==> config.mk <==
export PLATFORM = sky130hd
export DESIGN_NAME = updown_counter_mod
export DESIGN_NICKNAME = d
export VERILOG_FILES = /design/src/rtl/updown_counter_mod.sv
export SDC_FILE = /design/constraint.sdc
export NUM_CORES = 1
export LEC_CHECK = 0
export CORE_MARGIN = 2
export CORE_UTILIZATION = 39
export DETAILED_ROUTE_END_ITERATION = 8
export DONT_BUFFER_PORTS = 1
export PLACE_DENSITY = 0.52
export SETUP_SLACK_MARGIN = 0.5
export SYNTH_ARGS = -nofsm -noshare
export SYNTH_HDL_FRONTEND = slang
export SYNTH_SLANG_ARGS = --single-unit
==> constraint.sdc <==
create_clock -name clock -period 3.09 [get_ports clock]
set_clock_uncertainty 0.2 [all_clocks]
set_input_delay 0.4635 -clock clock [delete_from_list [all_inputs] [get_ports clock]]
set_output_delay 0.4635 -clock clock [all_outputs]
set_load 0.03 [all_outputs]
==> src/rtl/updown_counter_mod.sv <==
// Parametrised up/down counter with programmable modulus, parallel load, clear,
// terminal-count decode and wrap pulse. Define UPDOWN_CNT_SAT_EN for saturating mode.
module updown_counter_mod #(
    parameter int WIDTH   = 8,
    parameter int MODULUS = 256
) (
    input  logic             clock,
    input  logic             reset,
    input  logic             enable,
    input  logic             up_down,
    input  logic             clear,
    input  logic             load,
    input  logic [WIDTH-1:0] load_value,
    output logic [WIDTH-1:0] count_out,
    output logic             tc,
    output logic             wrap
);

    localparam logic [WIDTH-1:0] MAX_VAL = WIDTH'(MODULUS - 1);

    logic [WIDTH-1:0] count_q, count_d;
    logic             wrap_q, wrap_d;

    always_comb begin
        count_d = count_q;
        wrap_d  = 1'b0;
        if (clear) begin
            count_d = '0;
        end else if (load) begin
            // With MODULUS == 2**WIDTH, MAX_VAL is all ones and the clamp never fires.
            count_d = (load_value > MAX_VAL) ? MAX_VAL : load_value;
        end else if (enable) begin
            if (up_down) begin
                if (count_q == MAX_VAL) begin
                    wrap_d = 1'b1;
`ifdef UPDOWN_CNT_SAT_EN
                    count_d = MAX_VAL;
`else
                    count_d = '0;
`endif
                end else begin
                    count_d = count_q + 1'b1;
                end
            end else begin
                if (count_q == '0) begin
                    wrap_d = 1'b1;
`ifdef UPDOWN_CNT_SAT_EN
                    count_d = '0;
`else
                    count_d = MAX_VAL;
`endif
                end else begin
                    count_d = count_q - 1'b1;
                end
            end
        end
    end

    // NOTE: state registers use non-blocking assignments so every flop samples
    // pre-edge values, and both are cleared asynchronously by reset.
    always_ff @(posedge clock or negedge reset) begin
        if (!reset) begin
            count_q <= '0;
            wrap_q  <= 1'b0;
        end else begin
            count_q <= count_d;
            wrap_q  <= wrap_d;
        end
    end

    assign count_out = count_q;
    assign wrap      = wrap_q;
    assign tc        = up_down ? (count_q == MAX_VAL) : (count_q == '0);

endmodule

### Power grid, run 1

The bar under the picture is 20 um long. Pins as bars on the die edge. Tap cells in gray.
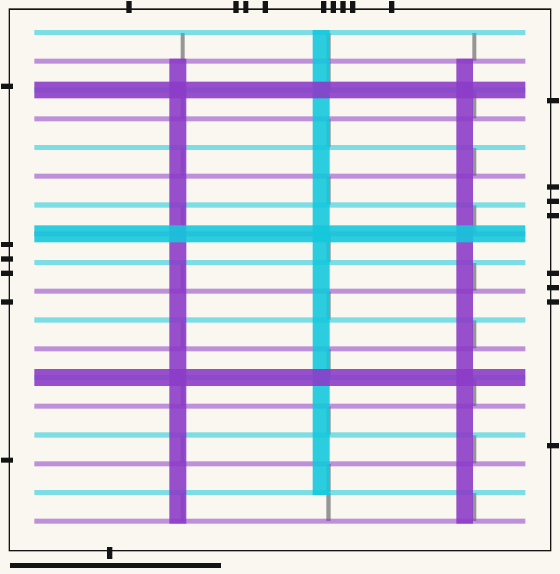
VDD: marked cyan. VSS: marked purple.
18 met1 rails follow the rows. 3 straps on met4. 24 signal pins sit on the boundary. 3 straps on met5. 28 tap cells.

### Gate families picked out, run 1

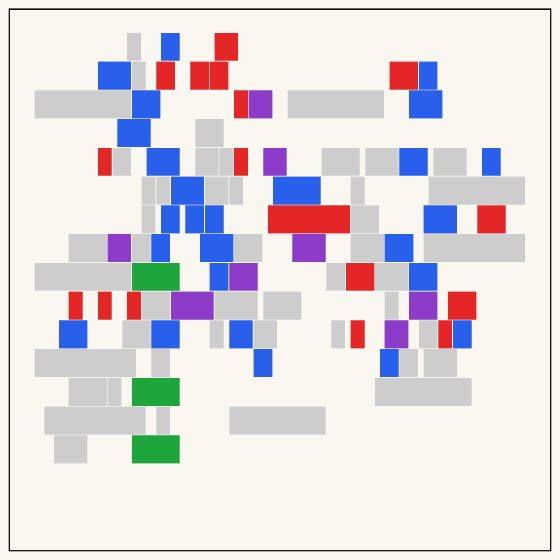
adder and majority cells: marked green, cells 3. NOR gates: marked red, cells 17. inverting AOI/OAI gates: marked blue, cells 26. AND and OR gates: marked purple, cells 8.

==> run summary, run 1 <==
run results: crit path launch=count_out[4], DR vias=800, syn_nets=119, Slew @ Worst Pin=635 ps, 1st-iter DRT viols=33, Total Routing Usage GR=20.6%, share of cells above drive strength 1=roughly an eighth, die height=51.1 um, critical path required time=~2400 ps, internal power=0.222 mW, fin crit share=80.9%, Final Routed Wirelength=2.39 mm, VDD IR max=173 uV, Tmin final=2500 ps, count of final max-slew check failures=0, Post-DP Area=836 sq um, largest net degree at the start of global routing=16, # Cells Yosys=102, Reg power frac=46.8%, Log Warnings=28, Worst R2R Start=count_out[4], Die Wd=about 51 um, Place WS=~850 ps, cell area power density=between 400 and 500 nW/um^2, Worst Reg-to-Reg Cells=4, Mapped Avg Cell Area=approximately 8.5 sq um, CP endpoint=tc, Clock Root Buffer=clkbuf_4, crit-path max FO=9, total of warnings raised by yosys=0, post-synthesis cell count=102, Detailed Place HPWL=around 1.7 mm, Post-DRT Antenna Nets=0, nets@finish=roughly 120, Arr. time, crit path=1840 ps, FP Rows=17, status=finished clean, CTS Sinks=9, RePlAce Congestion=0.932, Post-synth EDFFs=0, critical path class=reg2out, Sw Share=38.0%, Hold WC Path Type=in2reg, Remaining DRCs=0, Critical Path Stages=3, hold_ws=a little over 50 ps, worst path cell trace=and4_1, nand4_1, nand2_1, setup ws final=589 ps, critical path's slowest cell=dfrtp_1, P_sw=around 0.14 mW, Final Cell Area=between 800 and 900 sq um, final setup vio count=0, IO Count=24, combinational share of power=roughly a quarter, first-pass GRT wire length=3.87 mm, Max Cap Viol=0, number of port buffers=0, Synth async-reset ratio=100%, area grow syn2layout=2.17%, largest stage delay on the critical path=about 700 ps, Unique cell types=39, initial antenna violation count=0, setup_tns=0 ps, most frequent cells in the layout=nor2_1, a21oi_1, nand2_1, YS chip area=between 800 and 900 sq um, mapped cell area=865 sq um, register area share after synthesis=26.0%, detailed-route vias per instance=between 6 and 7, Setup crit end kind=primary output, grt ovf=0, Wirelength per Cell=18.5 um, flop-to-flop setup slack=1060 ps, Pre-Repair DR Iteration Count=4, clock power share=27.0%, Final Hold Vio Count=0, RSZ-0062 raised after global routing=false, vias in the first global route=736, fmax=400 MHz, Startpoint Class=flop, Pre-Place Util=between 40% and 50%
### Cell density map, run 1

The bar under the picture is 20 um long. 10 x 10 tiles, from white (low) to dark blue (high), 0 to 100% covered.
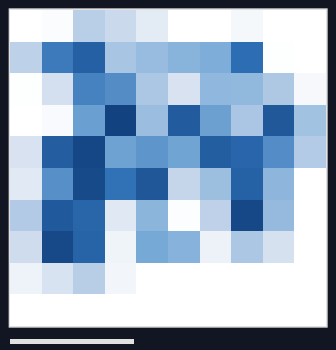
The emptiest ninth of the die: bottom right. 17% of the tiles are over 75% full. 30% of the tiles are nearly empty. The fullest tile reaches 93%. The mean over all tiles is 33%.

### Port wiring, run 1

The bar under the picture is 20 um long.
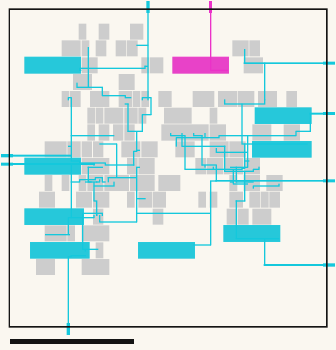
count_out: marked cyan, direction output, edge 4 right, 2 left, 1 bottom, 1 top, end cells 8, buffers 0, wire 455 um. wrap: marked magenta, direction output, edge top, end cells 1, buffers 0, wire 12.1 um.

## run 1: layout make-up
cell class | count | area [sq um]
fill | 228 | 1260
multi-input combinational | 81 | 557
sequential | 9 | 229
tap | 28 | 35.0
clock buffer | 4 | 26.3
inverter | 5 | 18.8
timing repair buffer | 2 | 17.5
## run 1: kinds of logic after synthesis
family,count (synthesis),share of synthesized area [%]
compound gates,30,25.0
xor+xnor,5,5.07
fa+ha+maj,3,4.34
buf+inv,12,9.55
flops,9,26.0
mux,2,2.46
simple gates,41,27.5
## run 1: synthesized netlist by cell type (all sizes together) (2+ instances only)
| cell type | number | area (sq um) |
|---|---|---|
| and3 | 3 | 18.8 |
| nor2 | 8 | 30.0 |
| nand2 | 7 | 26.3 |
| xor2 | 3 | 26.3 |
| nand4 | 2 | 12.5 |
| or3 | 2 | 17.5 |
| a31oi | 2 | 18.8 |
| a21oi | 8 | 40.0 |
| inv | 5 | 18.8 |
| a32o | 2 | 20.0 |
| nand3 | 6 | 30.0 |
| a22oi | 2 | 15.0 |
| ha | 3 | 37.5 |
| o2bb2ai | 3 | 26.3 |
| nor3 | 3 | 15.0 |
| a41oi | 2 | 17.5 |
| nor3b | 4 | 30.0 |
| xnor2 | 2 | 17.5 |
| buf | 7 | 63.8 |
| o21ai | 3 | 15.0 |
| dfrtp | 9 | 225 |
| o31ai | 2 | 15.0 |
| a211oi | 2 | 15.0 |
## run 1: what timing repair did
item	CTS	global route
endpoints found under the hold margin	9	0
resized	0	3
buffers inserted	0	1
endpoints found under the setup margin	0	1
hold buffers	1	0
## run 1: registers in the layout, summed over array words and instances, names as in the netlist
| signal | cells |
|---|---|
| wrap | 1 |
| count_out | 8 |
## run 1: worst min-delay path by stage
stage                     start      endpoint  cells after the start
after global routing      clear  count_out[1]                      1
after global placement    reset  count_out[4]                      0
after CTS                 clear  count_out[1]                      1
after detailed placement  reset  count_out[3]                      0
after floorplan           reset  count_out[0]                      0
final                     clear  count_out[1]                      1
## run 1: per-stage QoR
| step | power [mW] | instances |
|---|---|---|
| final | 0.358 | 129 |
| after global routing | 0.384 | 129 |
| after CTS | 0.358 | 128 |
| after detailed placement | 0.256 | 123 |
| after global placement | 0.256 | 123 |
| after floorplan | 0.251 | 102 |
## run 1: metal layers
layer	track usage [%]	vias up	routed length, um
li1	-	382	-
met1	27.0	374	1060
met2	31.2	36	1060
met3	7.31	8	200
met4	7.21	0	58
met5	0	-	0
## run 1: power groups by stage
stage | Sequential, mW | Combinational [mW] | Clock [mW]
final | 0.168 | 0.0940 | 0.0968
after global routing | 0.170 | 0.105 | 0.108
after CTS | 0.167 | 0.0909 | 0.101
after detailed placement | 0.169 | 0.0869 | 0
after global placement | 0.169 | 0.0872 | 0
after floorplan | 0.157 | 0.0942 | 0
## Run 2: what changed since run 1
--- a/config.mk
+++ b/config.mk
@@ -9,7 +9,7 @@
 export CORE_UTILIZATION = 39
 export DETAILED_ROUTE_END_ITERATION = 8
 export DONT_BUFFER_PORTS = 1
-export PLACE_DENSITY = 0.52
+export PLACE_DENSITY = 0.54
 export SETUP_SLACK_MARGIN = 0.5
 export SYNTH_ARGS = -nofsm -noshare
 export SYNTH_HDL_FRONTEND = slang
==> constraint.sdc (replaced) <==
create_clock -name clock -period 2.2 [get_ports clock]
set_clock_uncertainty 0.2 [all_clocks]
set_input_delay 0.33 -clock clock [delete_from_list [all_inputs] [get_ports clock]]
set_output_delay 0.33 -clock clock [all_outputs]
set_load 0.03 [all_outputs]
==> run 2 against run 1 <==
Final area is 43% higher; critical path depth increased by 1; via count increased by 17%; global-route usage grew 2.2 points.
==> run summary, run 2 <==
run results: Pre-Place Util=40.2% (unchanged), DR vias=932 (+17%), Unique cell types=39 (unchanged), Synth Area in Adders=4.34% (unchanged), GRT met2 Usage=36.1% (+5.0 points), Complex Gates by Area=25.0% (unchanged), Wirelength per Cell=19.2 um (+3.8%), Final Hold Vio Count=0 (unchanged), Pre-Repair DR Iteration Count=4 (unchanged), vias in the first global route=865 (+18%), Startpoint Class=flop, grt ovf=0 (unchanged), Post-synth EDFFs=0 (unchanged), fin crit share=92.5%, register area share after synthesis=26.0% (unchanged), Total Routing Usage GR=22.8% (+2.2 points), mapped cell area=865 sq um (unchanged), CTS Sinks=9 (unchanged), Synth async-reset ratio=100% (unchanged), busiest grt layer=met2, largest net degree at the start of global routing=16 (unchanged), Remaining DRCs=0 (unchanged), setup_tns=0 ps (unchanged), Post-DRT Antenna Nets=0 (unchanged), xor/xnor share=5.07% (unchanged), Log Warnings=31 (+11%), IO Count=24 (unchanged), mux frac, synth=2.46% (unchanged), Arr. time, crit path=1500 ps (-340 ps), top area contributor share=26.0% (unchanged), status=finished clean, post-synthesis cell count=102 (unchanged), Hold WC Path Type=in2reg, met3 Resource Use GR=6.73% (-0.58 points), GR Util met1=27.6% (+0.57 points), Detailed Place HPWL=1.82 mm (+6.8%), Place WS=255 ps (-596 ps), total of warnings raised by yosys=0 (unchanged), Clock Root Buffer=clkbuf_4, 1st-iter DRT viols=30 (-9.1%), Yosys top cell by instances=dfrtp_1, Synth flops=9, Max Cap Viol=0 (unchanged), detailed-route vias per instance=6.09 (-1.8%), critical path required time=1670 ps (-760 ps), nets@finish=143 (+20%), RePlAce Congestion=0.911 (-2.2%), YS chip area=865 sq um (unchanged), FP Rows=17 (unchanged), total power draw=0.615 mW (+72%), crit-path max FO=8 (-1), syn_nets=119 (unchanged), number of port buffers=0 (unchanged), Logic family by area=simple AND/OR/NAND/NOR gates, RSZ-0062 raised after global routing=true, share of cells above drive strength 1=47.2% (+35 points), Final Routed Wirelength=2.94 mm (+23%), Mapped Avg Cell Area=8.48 sq um (unchanged), cell area power density=487 nW/um^2 (+20%), most frequent cells in the layout=buf_4, nor2_1, dfrtp_2, buf_6, number of flip-flops in the largest register=8 (unchanged), initial antenna violation count=0 (unchanged), yosys simple share=27.5% (unchanged), # Cells Yosys=102 (unchanged), fmax=a little under 500 MHz, most frequent cells after synthesis=dfrtp_1, a21oi_1, nor2_1, nand2_1, nand3_1, chip area=2610 sq um, cell type with the largest total area=dfrtp_1, Setup crit end kind=primary output, area grow syn2layout=46.2%, CTS max path bufs=2, critical path class=reg2out, first-pass GRT wire length=4.31 mm (+11%), count of final max-slew check failures=0 (unchanged), Tmin final=2030 ps, final setup vio count=0 (unchanged), Slew @ Worst Pin=481 ps (-154 ps), setup ws final=166 ps (-423 ps), Clock Latency Late Sink=280 ps, top cells by area=dfrtp_1, buf_6, a21oi_1, ha_1, nand3_1
==> run 2: path summary, 6_finish.rpt <==
| kind | from | to | slack [ps] | cells after the start |
|---|---|---|---|---|
| worst max-delay path | count_out[1] | tc | 170 | 4 |
| worst min-delay path | enable | wrap | 20 | 1 |
| worst max register to register | count_out[1] | count_out[5] | 180 | 7 |
| worst min register to register | count_out[7] | count_out[7] | 530 | 3 |
| max in group asynchronous | reset | count_out[1] | 1200 | 1 |
| min in group asynchronous | reset | count_out[5] | 240 | 1 |
==> run 2: cell type report <==
type | count | area [sq um]
clock buffers | 4 | 26.3
fillers | 198 | 885
inverters | 5 | 21.3
multi-input cells | 81 | 722
flip-flops and latches | 9 | 233
well taps | 28 | 35.0
repair buffers | 26 | 226
==> run 2: layer usage <==
layer  vias to the layer above  part of all wire [%]  wire length [um]
li1                        430                     -                 -
met1                       452                    40              1180
met2                        40                    49              1450
met3                        10                   6.7               198
met4                         0                   3.7               108
met5                         -                     0                 0
==> run 2: through the flow <==
stage / hold slack, ps / instances / cell area, sq um / utilization [%]
detailed placement: -165 / 128 / 886 / 41.2
global placement: -165 / 128 / 886 / 41.2
finish: 15.6 / 153 / 1260 / 58.8
floorplan: -166 / 102 / 877 / -
CTS: 11.8 / 145 / 1070 / 49.9
global route: 14.3 / 153 / 1260 / 58.8
==> run 2: worst max-delay path: stages, from the launching register on <==
cell,delay [ps]
dfrtp_2,570
ha_4,190
and2_4,140
nand4_1,150
nand2_4,170
==> run 2: report_power, final <==
part           internal [mW]  switching (mW)
Combinational          0.127           0.127
Clock                 0.0704          0.0732
Sequential             0.179          0.0397
Total                  0.376           0.240
==> run 2: cells by family after synthesis <==
logic type,Yosys count
flip-flops,9
buffers and inverters,12
AND-OR/OR-AND,30
adder cells (fa/ha/maj),3
multiplexers,2
XOR/XNOR,5
AND/OR/NAND/NOR,41
==> run 2: repair_timing <==
item                                   4_1_cts  5_1_grt
pin swaps                                   11       13
resized                                     15       24
hold buffers                                 5        0
setup endpoints to repair                   10       10
endpoints found under the hold margin       15        0
buffers inserted                             8        8
### Port wiring, run 2

The bar under the picture is 20 um long.
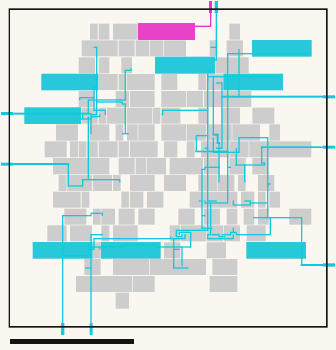
count_out: marked cyan, direction output, edge 3 right, 2 bottom, 2 left, 1 top, end cells 8, buffers 4, wire 486 um. wrap: marked magenta, direction output, edge top, end cells 1, buffers 0, wire 5.00 um.

### Power grid, run 2

The bar under the picture is 20 um long. Pins as bars on the die edge. Tap cells in gray.
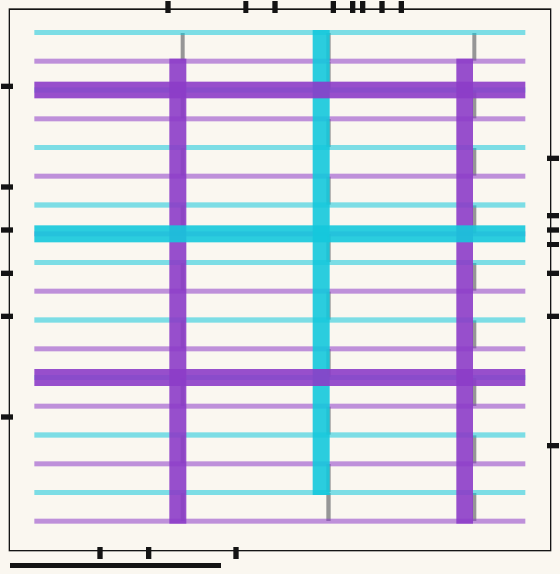
VDD IR max: 304 uV
core area: 2150 sq um
die height: 51.1 um
Die Wd: 51.1 um

No activity file was given, so power comes from the tool's default toggle rates.
